### Register map, names as in the netlist

The bar under the picture is 50 µm long. Other sequential cells in the stronger grey, the rest of the logic in the fainter grey.
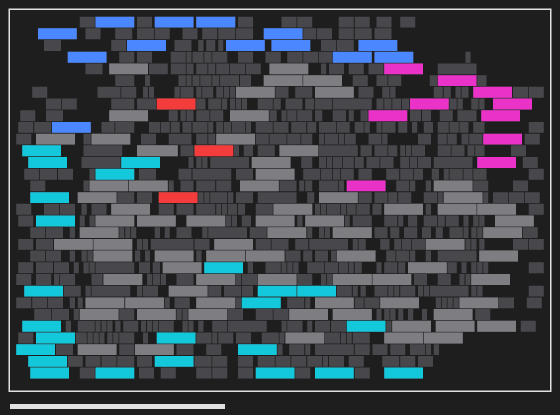
### Wire density map

25 x 18 tiles, from dark blue (low) to red (high), scaled to the fullest tile. Values are wire area over tile area, all layers added.
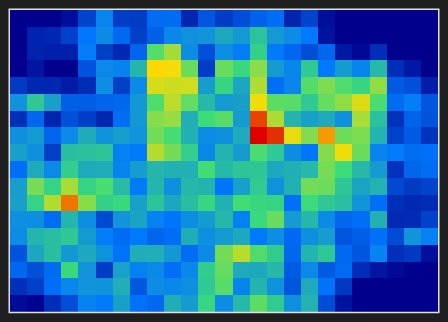
==> config.mk <==
export PLATFORM = sky130hd
export DESIGN_NAME = gpio_conv_ctrl
export DESIGN_NICKNAME = d
export VERILOG_FILES = /design/src/rtl/gpio_conv_ctrl.sv
export SDC_FILE = /design/constraint.sdc
export NUM_CORES = 1
export LEC_CHECK = 0
export CAP_MARGIN = 40
export CORE_ASPECT_RATIO = 0.7
export CORE_UTILIZATION = 53
export CTS_CLUSTER_SIZE = 12
export DETAILED_ROUTE_END_ITERATION = 16
export PLACE_DENSITY = 0.85
export SKIP_CTS_REPAIR_TIMING = 1
export SYNTH_ARGS = -nofsm -noshare
export SYNTH_HDL_FRONTEND = slang
export SYNTH_SLANG_ARGS = --single-unit
export TNS_END_PERCENT = 30
==> constraint.sdc <==
create_clock -name i_CLK -period 7.92 [get_ports i_CLK]
set_clock_uncertainty 0.05 [all_clocks]
set_input_delay 1.584 -clock i_CLK [delete_from_list [all_inputs] [get_ports i_CLK]]
set_output_delay 1.584 -clock i_CLK [all_outputs]
set_load 0.01 [all_outputs]
==> job_summary.md <==
### Yosys + OpenROAD results

| Metric | Value |
|---|---|
| Status | `complete, but fails checks` |
| Failing checks | `design-rule violations` |
| DR pass1 iterations | `11` |
| Clock Power Share | `29.4%` |
| Synth top cell by count | `nand2_1` |
| Max VDD drop | `0.1941 mV` |
| Final worst slack | `4031 ps` |
| Cell area leaders | `dfrtp_1, mux2_2, nand2_1, xor2_1, ha_1` |
| Seq share, synth | `between 50% and 60%` |
| Clock-net power | `721 µW` |
| Die Width | `125.6 µm` |
| P_sw | `around 820 µW` |
| GP Congestion | `0.9194` |
| Fp util | `54.69%` |
| GRT Residual Overflow | `0` |
| Pwr top | `sequential cells` |
| Global Route met1 Usage | `35.84%` |
| Crit-path max FO | `41` |
| Min Hold Slack | `300.3 ps` |
| CP delay by family, top | `buffers and inverters` |
| Ys async rst share | `100.0%` |
| CTS sink count | `126` |
| Synth area leader | `dfrtp_1` |
| Number of global-route vias before repair | `4,655` |
| Core Area | `10,360 µm²` |
| Synth-to-layout area growth | `37.66%` |
| Die height | `88.50 µm` |
| Tool warning count | `29` |
| Switching share of power | `33.49%` |
| Clk_lat worst skew | `about 420 ps` |
| CP cell instances | `clkdlybuf4s50_1 > nor2b_1 > o21a_1 > o21ai_2 > buf_4 > inv_1 > buf_16 > nand2_1 > nor3_1 > or3_1` |
| Worst setup SP type | `input port` |
| CP max stage delay | `570 ps` |
| GR Layer Usage met3 | `6.590%` |
| Logic gate share of total power | `roughly a third` |
| Drc violations | `4` |
| Post-synthesis cell area | `5664 µm²` |
About 'Register map, names as in the netlist':
legend:
  magenta:
    netlist_name: o_rd_addr
    placed_flops: 10
    where: north-east
  blue:
    netlist_name: o_GPIOdata
    placed_flops: 13
  cyan:
    netlist_name: o_kernel_data
    placed_flops: 24
  red:
    netlist_name: filled
    placed_flops: 3
not coloured: 76
Util after Layout: 75.29%
Power Sequential: 924 µW
Seq. cell area: 3154 µm²

About 'Wire density map':
nearly empty tiles: 8.4%
fullest tile: 0.70
mean over tiles: 0.21
routed vias: 4,647
total wire length: 14,730 µm
Total Routing Usage GR: 27.68%

## routing by layer
layer	routed length, µm	share of wire [%]	vias to the layer above
met5	0	0	-
met4	293	2.0	0
met3	955	6.5	31
met2	7044	48	188
met1	6431	44	2319
li1	-	-	2109
## cells by family after synthesis
kind of cell | after synthesis | share of synthesized area, %
muxes | 52 | 10.36
and+or+nand+nor | 220 | 17.27
AOI/OAI and AO/OA | 62 | 7.113
buffers and inverters | 38 | 2.783
DFF | 126 | 55.69
adders and majority gates | 9 | 1.988
xor gates and xnor gates | 31 | 4.793
## layout make-up
class | count | area share, %
clock inverters | 15 | 1.621
inverters | 13 | 0.6258
clock buffers | 17 | 5.456
flip-flops and latches | 126 | 40.45
repair buffers | 150 | 19.51
well taps | 132 | 2.118
multi-input cells | 374 | 30.22
Power and IR drop assume default switching activity.
